--- config.mk ---
export PLATFORM = sky130hd
export DESIGN_NAME = s_axil_reg_bank
export DESIGN_NICKNAME = d
export VERILOG_FILES = /design/src/rtl/s_axil_reg_bank.sv
export SDC_FILE = /design/constraint.sdc
export NUM_CORES = 1
export LEC_CHECK = 0
export CORE_ASPECT_RATIO = 0.7
export CORE_MARGIN = 2
export CORE_UTILIZATION = 34
export DETAILED_ROUTE_END_ITERATION = 7
export HOLD_SLACK_MARGIN = 0.03
export PLACE_DENSITY = 0.71
export SLEW_MARGIN = 20
export SYNTH_ARGS = -nofsm -noshare
export SYNTH_HDL_FRONTEND = slang
export SYNTH_SLANG_ARGS = --single-unit
--- constraint.sdc ---
create_clock -name axi_clock -period 2.3 [get_ports axi_clock]
set_clock_uncertainty 0.15 [all_clocks]
set_input_delay 0.345 -clock axi_clock [delete_from_list [all_inputs] [get_ports axi_clock]]
set_output_delay 0.345 -clock axi_clock [all_outputs]
set_load 0.02 [all_outputs]
--- src/rtl/s_axil_reg_bank.sv ---
// s_axil_reg_bank: AXI4-Lite slave register file.
//   NUM_CTRL read/write control words (byte strobes, per-word commit pulse),
//   NUM_STAT read-only status words, SLVERR for writes to status words,
//   DECERR for unmapped accesses.
// Optional build macro: AXIL_REG_SNAPSHOT_EN -- a read of status word 0
//   captures every status input into a shadow; other status reads return it.
// Ports:
//   axi_clock, rst      : clock, synchronous active-high reset
//   s_axil_aw*/w*/b*    : write address / data / response channels
//   s_axil_ar*/r*       : read address / data channels
//   ctrl_regs           : control words, word i at [32*i+:32]
//   ctrl_we             : one-cycle pulse when word i is committed
//   status_regs         : status inputs, word j at [32*j+:32]
module s_axil_reg_bank #(
    parameter int          DATA_WIDTH  = 32,
    parameter int          ADDR_WIDTH  = 8,
    parameter int          NUM_CTRL    = 8,
    parameter int          NUM_STAT    = 4,
    parameter logic [31:0] RESET_VAL   = 32'h0,
    parameter logic [31:0] DECERR_DATA = 32'hDEADBEEF
) (
    input  logic                       axi_clock,
    input  logic                       rst,
    input  logic [ADDR_WIDTH-1:0]      s_axil_awaddr,
    input  logic [2:0]                 s_axil_awprot,
    input  logic                       s_axil_awvalid,
    output logic                       s_axil_awready,
    input  logic [DATA_WIDTH-1:0]      s_axil_wdata,
    input  logic [DATA_WIDTH/8-1:0]    s_axil_wstrb,
    input  logic                       s_axil_wvalid,
    output logic                       s_axil_wready,
    output logic [1:0]                 s_axil_bresp,
    output logic                       s_axil_bvalid,
    input  logic                       s_axil_bready,
    input  logic [ADDR_WIDTH-1:0]      s_axil_araddr,
    input  logic [2:0]                 s_axil_arprot,
    input  logic                       s_axil_arvalid,
    output logic                       s_axil_arready,
    output logic [DATA_WIDTH-1:0]      s_axil_rdata,
    output logic [1:0]                 s_axil_rresp,
    output logic                       s_axil_rvalid,
    input  logic                       s_axil_rready,
    output logic [NUM_CTRL*32-1:0]     ctrl_regs,
    output logic [NUM_CTRL-1:0]        ctrl_we,
    input  logic [NUM_STAT*32-1:0]     status_regs
);
    localparam int IDX_W = ADDR_WIDTH - 2;
    localparam int CW    = (NUM_CTRL > 1) ? $clog2(NUM_CTRL) : 1;
    localparam int SW    = (NUM_STAT > 1) ? $clog2(NUM_STAT) : 1;

    typedef enum logic {W_IDLE, W_RESP} wstate_t;
    typedef enum logic {R_IDLE, R_RESP} rstate_t;

    logic [31:0] ctrl_q [NUM_CTRL];
    logic [31:0] stat_w [NUM_STAT];

    for (genvar i = 0; i < NUM_CTRL; i++) begin : g_ctrl
        assign ctrl_regs[32*i +: 32] = ctrl_q[i];
    end
    for (genvar j = 0; j < NUM_STAT; j++) begin : g_stat
        assign stat_w[j] = status_regs[32*j +: 32];
    end

    // Protection bits and the byte offset within a word carry no meaning here.
    logic unused_ok;
    assign unused_ok = ^{s_axil_awprot, s_axil_arprot,
                         s_axil_awaddr[1:0], s_axil_araddr[1:0]};

    // ---------------- write path ----------------
    wstate_t          wstate;
    logic             aw_held, w_held;
    logic [IDX_W-1:0] aw_idx;
    logic [31:0]      wdata_q;
    logic [3:0]       wstrb_q;

    logic          wr_is_ctrl, wr_is_stat;
    logic [CW-1:0] wr_cidx;
    assign wr_is_ctrl = 32'(aw_idx) < NUM_CTRL;
    assign wr_is_stat = !wr_is_ctrl && (32'(aw_idx) < NUM_CTRL + NUM_STAT);
    assign wr_cidx    = CW'(aw_idx);

    always_ff @(posedge axi_clock) begin
        if (rst) begin
            wstate         <= W_IDLE;
            aw_held        <= 1'b0;
            w_held         <= 1'b0;
            aw_idx         <= '0;
            wdata_q        <= '0;
            wstrb_q        <= '0;
            s_axil_awready <= 1'b1;
            s_axil_wready  <= 1'b1;
            s_axil_bvalid  <= 1'b0;
            s_axil_bresp   <= 2'b00;
            ctrl_we        <= '0;
            for (int i = 0; i < NUM_CTRL; i++) ctrl_q[i] <= RESET_VAL;
        end else begin
            ctrl_we <= '0;
            case (wstate)
                W_IDLE: begin
                    if (s_axil_awvalid && s_axil_awready) begin
                        aw_idx         <= s_axil_awaddr[ADDR_WIDTH-1:2];
                        aw_held        <= 1'b1;
                        s_axil_awready <= 1'b0;
                    end
                    if (s_axil_wvalid && s_axil_wready) begin
                        wdata_q       <= s_axil_wdata;
                        wstrb_q       <= s_axil_wstrb;
                        w_held        <= 1'b1;
                        s_axil_wready <= 1'b0;
                    end
                    // Both readies are already low here, so no new capture races the commit.
                    if (aw_held && w_held) begin
                        aw_held       <= 1'b0;
                        w_held        <= 1'b0;
                        s_axil_bvalid <= 1'b1;
                        wstate        <= W_RESP;
                        if (wr_is_ctrl) begin
                            for (int b = 0; b < 4; b++)
                                if (wstrb_q[b]) ctrl_q[wr_cidx][8*b +: 8] <= wdata_q[8*b +: 8];
                            ctrl_we[wr_cidx] <= 1'b1;
                            s_axil_bresp     <= 2'b00;
                        end else if (wr_is_stat) begin
                            s_axil_bresp <= 2'b10;
                        end else begin
                            s_axil_bresp <= 2'b11;
                        end
                    end
                end
                W_RESP: begin
                    if (s_axil_bready) begin
                        s_axil_bvalid  <= 1'b0;
                        s_axil_awready <= 1'b1;
                        s_axil_wready  <= 1'b1;
                        wstate         <= W_IDLE;
                    end
                end
                default: wstate <= W_IDLE;
            endcase
        end
    end

    // ---------------- read path ----------------
    rstate_t          rstate;
    logic [IDX_W-1:0] rd_idx;
    logic             rd_is_ctrl, rd_is_stat;
    logic [CW-1:0]    rd_cidx;
    logic [SW-1:0]    rd_sidx;
    assign rd_idx     = s_axil_araddr[ADDR_WIDTH-1:2];
    assign rd_is_ctrl = 32'(rd_idx) < NUM_CTRL;
    assign rd_is_stat = !rd_is_ctrl && (32'(rd_idx) < NUM_CTRL + NUM_STAT);
    assign rd_cidx    = CW'(rd_idx);
    assign rd_sidx    = SW'(rd_idx - IDX_W'(NUM_CTRL));

`ifdef AXIL_REG_SNAPSHOT_EN
    logic [31:0] shadow_q [NUM_STAT];
`endif

    always_ff @(posedge axi_clock) begin
        if (rst) begin
            rstate         <= R_IDLE;
            s_axil_arready <= 1'b1;
            s_axil_rvalid  <= 1'b0;
            s_axil_rdata   <= '0;
            s_axil_rresp   <= 2'b00;
`ifdef AXIL_REG_SNAPSHOT_EN
            for (int j = 0; j < NUM_STAT; j++) shadow_q[j] <= '0;
`endif
        end else begin
            case (rstate)
                R_IDLE: begin
                    if (s_axil_arvalid && s_axil_arready) begin
                        s_axil_arready <= 1'b0;
                        s_axil_rvalid  <= 1'b1;
                        rstate         <= R_RESP;
                        if (rd_is_ctrl) begin
                            // Sees the pre-commit value if a write lands on this edge.
                            s_axil_rdata <= ctrl_q[rd_cidx];
                            s_axil_rresp <= 2'b00;
                        end else if (rd_is_stat) begin
`ifdef AXIL_REG_SNAPSHOT_EN
                            if (rd_sidx == '0) begin
                                for (int j = 0; j < NUM_STAT; j++) shadow_q[j] <= stat_w[j];
                                s_axil_rdata <= stat_w[0];
                            end else begin
                                s_axil_rdata <= shadow_q[rd_sidx];
                            end
`else
                            s_axil_rdata <= stat_w[rd_sidx];
`endif
                            s_axil_rresp <= 2'b00;
                        end else begin
                            s_axil_rdata <= DECERR_DATA;
                            s_axil_rresp <= 2'b11;
                        end
                    end
                end
                R_RESP: begin
                    if (s_axil_rready) begin
                        s_axil_rvalid  <= 1'b0;
                        s_axil_arready <= 1'b1;
                        rstate         <= R_IDLE;
                    end
                end
                default: rstate <= R_IDLE;
            endcase
        end
    end
endmodule

==> impl_metrics.csv, run 1 <==
group,metric,value,unit
status,status,"completed",
layout,nets,1993,
pwr,switching_share,0.249,
placement,gp_congestion,0.900,
grt,grtUsageMet3,0.0585,
critical_path,crit_path_start,"rst",
clocking,numCtsBuffers,37,
clocking,post-cts-setup-buffers,0,
layout,mostFrequentLayoutCells,"clkdlybuf4s50_1 (484), and2_1 (257), edfxtp_1 (256)",
clocking,cts_hold_buf,1,
synthesis,yosysTopAreaCellShare,0.482,
synthesis,yosys_area,16000,um2
synthesis,edf_count,256,
critical_path,cp-end-kind,"flop",
layout,largest_reg_flops,256,
clocking,cts_resized,0,
layout,seq_share,0.413,
clocking,cts.sinks,350,
layout,n_antenna_cell,5,
die,placementRows,66,
placement,port-buffer-count,487,
grt,grt_pass1_vias,12600,
timing,hold_slack,0.212,ns
synthesis,xor_share,0,
synthesis,yosys_warnings,0,
critical_path,crit_chain,"dlygate4sd3_1, buf_4, nor2b_1, buf_4, nand2_1, nor2_1, or2_2",
critical_path,criticalPathCategory,"input port to flop",
timing,finalSetupViolCount,0,
hold_path,hold_path.class,"input port to flop",
detailed_routing,drt-total-wl,59600,um
layout,nonClockBufferCount,561,
pwr,pg_seq,0.00729,W
layout,fin_util,0.499,
placement,place_hpwl,44600,um
synthesis,synth_seq_share,0.600,
detailed_routing,drt_pre_antenna_iters,7,
die,fp-utilization,0.344,
placement,placed_cells,2372,
synthesis,logic_family,"simple AND/OR/NAND/NOR gates",
critical_path,required,2.33,ns
synthesis,common_cells,"and2_1 (258), edfxtp_1 (256), mux2i_1 (134), dfxtp_1 (94), nand2_1 (94)",
detailed_routing,wl_met2,27700,um
detailed_routing,routed_via_density,5.14,
synthesis,synth_cell_types,37,
clocking,cts_tree,"yes",
hold_path,min_from,"s_axil_wdata[29]",
synthesis,aoi_share,0.0573,
critical_path,r2r_start,"aw_idx[5]",
grt,use_met1,0.325,
synthesis,yosys_cells,1272,
synthesis,synth_area,16000,um2
clocking,h-tree-depth,2,
detailed_routing,top_layer_used,"met5",
critical_path,slowest_delay,0.53,ns
layout,fill_cells,4032,
critical_path,timing.rr.end,"ctrl_q[1][2]",
clocking,root_buffer,"clkbuf_16",
timing,slew_viol_final,0,
pwr,ir_worst_vdd,0.484,mV
synthesis,synthTopCellsByArea,"edfxtp_1 (48%), dfxtp_1 (12%), and2_1 (10%)",
timing,period_needed,2.19,ns
die,taps,612,
critical_path,start_kind,"input port",
grt,use_met2,0.382,
placement,place_ws,-0.193,ns
die,die_area,48700,um2
layout,top_regs,"ctrl_q x256, s_axil_rdata x32, wdata_q x32",
die,die_w,263,um
grt,busiest_layer,"met2",
critical_path,cp.arrival,2.22,ns
synthesis,synth.most_common_cell,"and2_1",
layout,clkbuf_count,54,
detailed_routing,antenna_left,0,
layout,inv_count,2,
critical_path,cp-endpoint,"ctrl_q[7][0]",
synthesis,yosysTopAreaCell,"edfxtp_1",
detailed_routing,wl_met3,5370,um
layout,final_common_cell,"clkdlybuf4s50_1",
pwr,p_leak,8.66,nW
detailed_routing,drt-met1-wl,25200,um
grt,grt_max_degree,114,
layout,nMultiInputCombCells,848,
layout,top_register,"ctrl_q",
pwr,p_total,0.0155,W
die,io_pins,498,
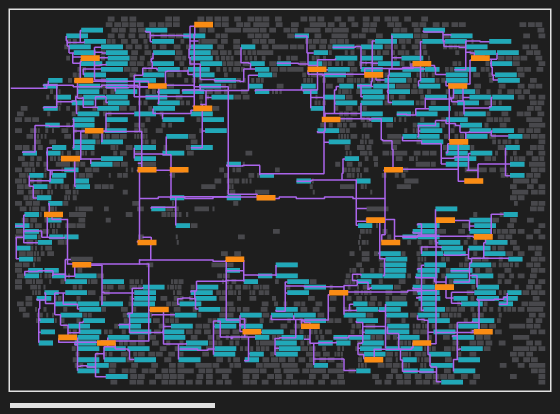
run_1/clock_wires.png
The bar under the picture is 100 um long.
Key: cyan = flip-flops [count 350]; orange = clock-net drivers [count 37]; purple = clock wires [length 4600 um]
Position of the flops: all over the die.

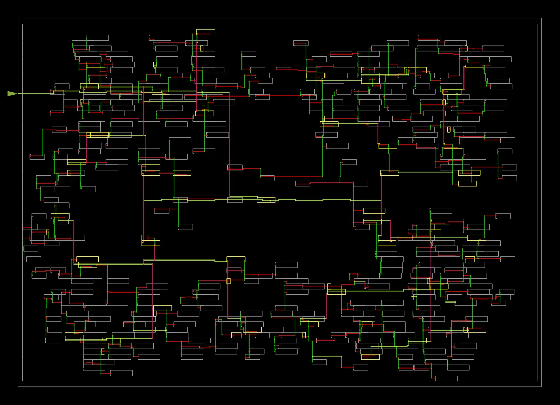
run_1/clock_nets.png
Worst-Skew Late Latency: 0.53 ns
Clock group: 0.00608 W

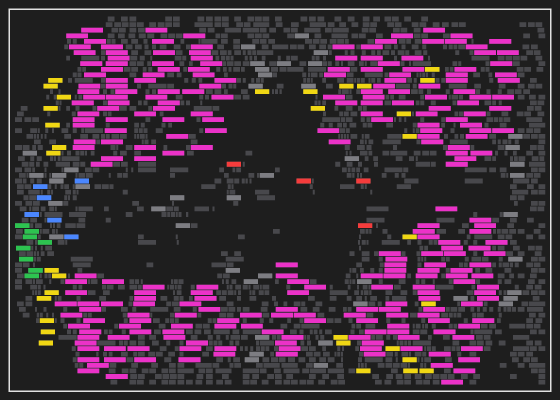
run_1/ff_map.png
Key: green = ctrl_we [sequential cells 8]; blue = aw_idx [sequential cells 6, where middle left]; magenta = ctrl_q [sequential cells 256, where all over the die]; yellow = wdata_q [sequential cells 32, where all over the die]; red = wstrb_q [sequential cells 4, where center]
Another 44 sequential cells are not colored.

==> inputs of run 2 (changes only) <==
--- a/config.mk
+++ b/config.mk
@@ -10,7 +10,7 @@
 export CORE_UTILIZATION = 34
 export DETAILED_ROUTE_END_ITERATION = 7
 export HOLD_SLACK_MARGIN = 0.03
-export PLACE_DENSITY = 0.71
+export PLACE_DENSITY_LB_ADDON = 0.3
 export SLEW_MARGIN = 20
 export SYNTH_ARGS = -nofsm -noshare
 export SYNTH_HDL_FRONTEND = slang
==> run 2 against run 1 <==
  * Setup slack gained 0.049 ns
  * First-iteration DRC count fell by 27%
  * Sequential cell count is the same
  * Sequential share of layout area fell by 0.12 points
  * Wire length rose by 0.68%
  * Count of clock-buffer cells in the layout decreased by 1
  * Synthesized cell count stayed put
  * Maximum frequency is 2.3% higher
  * Global-route usage about the same
  * Via count fell by 1.1%
  * Critical path type is now flop to output port
  * Largest power group unchanged
==> impl_metrics.csv, run 2 <==
group,metric,value,unit
status,status,"completed",
clocking,insertion_delay,0.53,ns
grt,grtUsageMet3,0.0570,
clocking,cts_tree,"yes",
hold_path,hold_path.class,"input port to flop",
detailed_routing,top_layer_used,"met4",
layout,largest_reg_flops,256,
placement,place_ws,-0.144,ns
critical_path,required,1.80,ns
clocking,cts_hold_buf,0,
synthesis,logic_family,"simple AND/OR/NAND/NOR gates",
timing,hold_slack,0.119,ns
run,maxCapViolCount,0,
synthesis,synth_area,16000,um2
synthesis,synth_cell_types,37,
placement,gp_congestion,0.893,
synthesis,synth_seq_share,0.600,
pwr,pg_seq,0.00729,W
detailed_routing,antenna_left,0,
critical_path,cp-endpoint,"ctrl_regs[24]",
die,die_area,48700,um2
layout,n_antenna_cell,3,
critical_path,crit_chain,"clkdlybuf4s50_1",
timing,slew_viol_final,0,
grt,grt_pass1_vias,12500,
synthesis,yosys_warnings,0,
layout,buf_share,0.244,
synthesis,yosysTopAreaCellShare,0.482,
critical_path,slowest_delay,0.66,ns
critical_path,cp-end-kind,"output port",
die,die_w,263,um
clocking,cts_resized,0,
placement,placed_cells,2377,
grt,busiest_layer,"met2",
detailed_routing,wl_met3,4690,um
synthesis,edf_count,256,
synthesis,xor_share,0,
die,coreArea,46400,um2
synthesis,yosys_area,16000,um2
critical_path,criticalPathCategory,"flop to output port",
timing,finalSetupViolCount,0,
layout,fill_cells,4042,
synthesis,yosysTopAreaCell,"edfxtp_1",
pwr,p_total,0.0156,W
critical_path,crit_path_start,"ctrl_q[0][24]",
critical_path,r2r_start,"aw_held",
critical_path,start_kind,"flop",
synthesis,common_cells,"and2_1 (258), edfxtp_1 (256), mux2i_1 (134), dfxtp_1 (94), nand2_1 (94)",
layout,top_regs,"ctrl_q x256, s_axil_rdata x32, wdata_q x32",
clocking,post-cts-setup-buffers,0,
grt,use_met1,0.321,
layout,nMultiInputCombCells,848,
critical_path,r2r_slack,0.16,ns
detailed_routing,drt-met1-wl,25800,um
die,taps,612,
layout,clkbuf_count,53,
layout,final_common_cell,"clkdlybuf4s50_1",
layout,mostFrequentLayoutCells,"clkdlybuf4s50_1 (484), and2_1 (257), edfxtp_1 (256)",
layout,inv_count,2,
synthesis,yosys_cells,1272,
layout,nets,1998,
detailed_routing,wl_met2,28100,um
detailed_routing,routed_via_density,5.07,
die,fp-utilization,0.344,
layout,nonClockBufferCount,565,
clocking,path_clk_slew,0.06,ns
layout,top_register,"ctrl_q",
pwr,ir_worst_vdd,0.397,mV
layout,seq_share,0.412,
clocking,root_buffer,"clkbuf_16",
hold_path,min_from,"rst",
critical_path,cp.arrival,1.65,ns
die,io_pins,498,
detailed_routing,drt-total-wl,60000,um
clocking,h-tree-depth,2,
pwr,switching_share,0.251,
placement,port-buffer-count,487,
synthesis,synthTopCellsByArea,"edfxtp_1 (48%), dfxtp_1 (12%), and2_1 (10%)",
synthesis,synth.most_common_cell,"and2_1",
pwr,p_leak,8.71,nW
critical_path,timing.rr.end,"ctrl_q[1][27]",
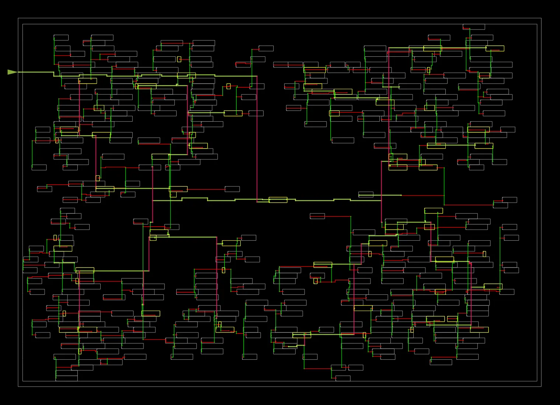
run_2/clock_nets.png
seq_cells: 350
Clock group: 0.00610 W
TritonCTS buffer count: 38

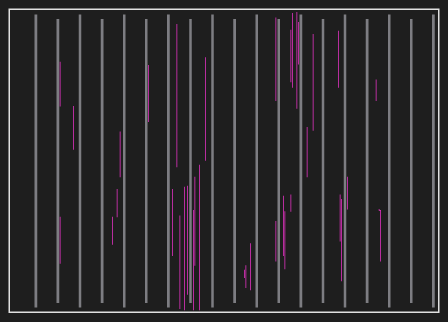
run_2/m4.png
Supply wires on this layer in gray.
The longest straight run is 89.1 um. The wires run mostly vertical. The layer holds 2.4% of the routed length. 26 nets have wire on it.

Power is estimated from default activity; no workload was simulated.
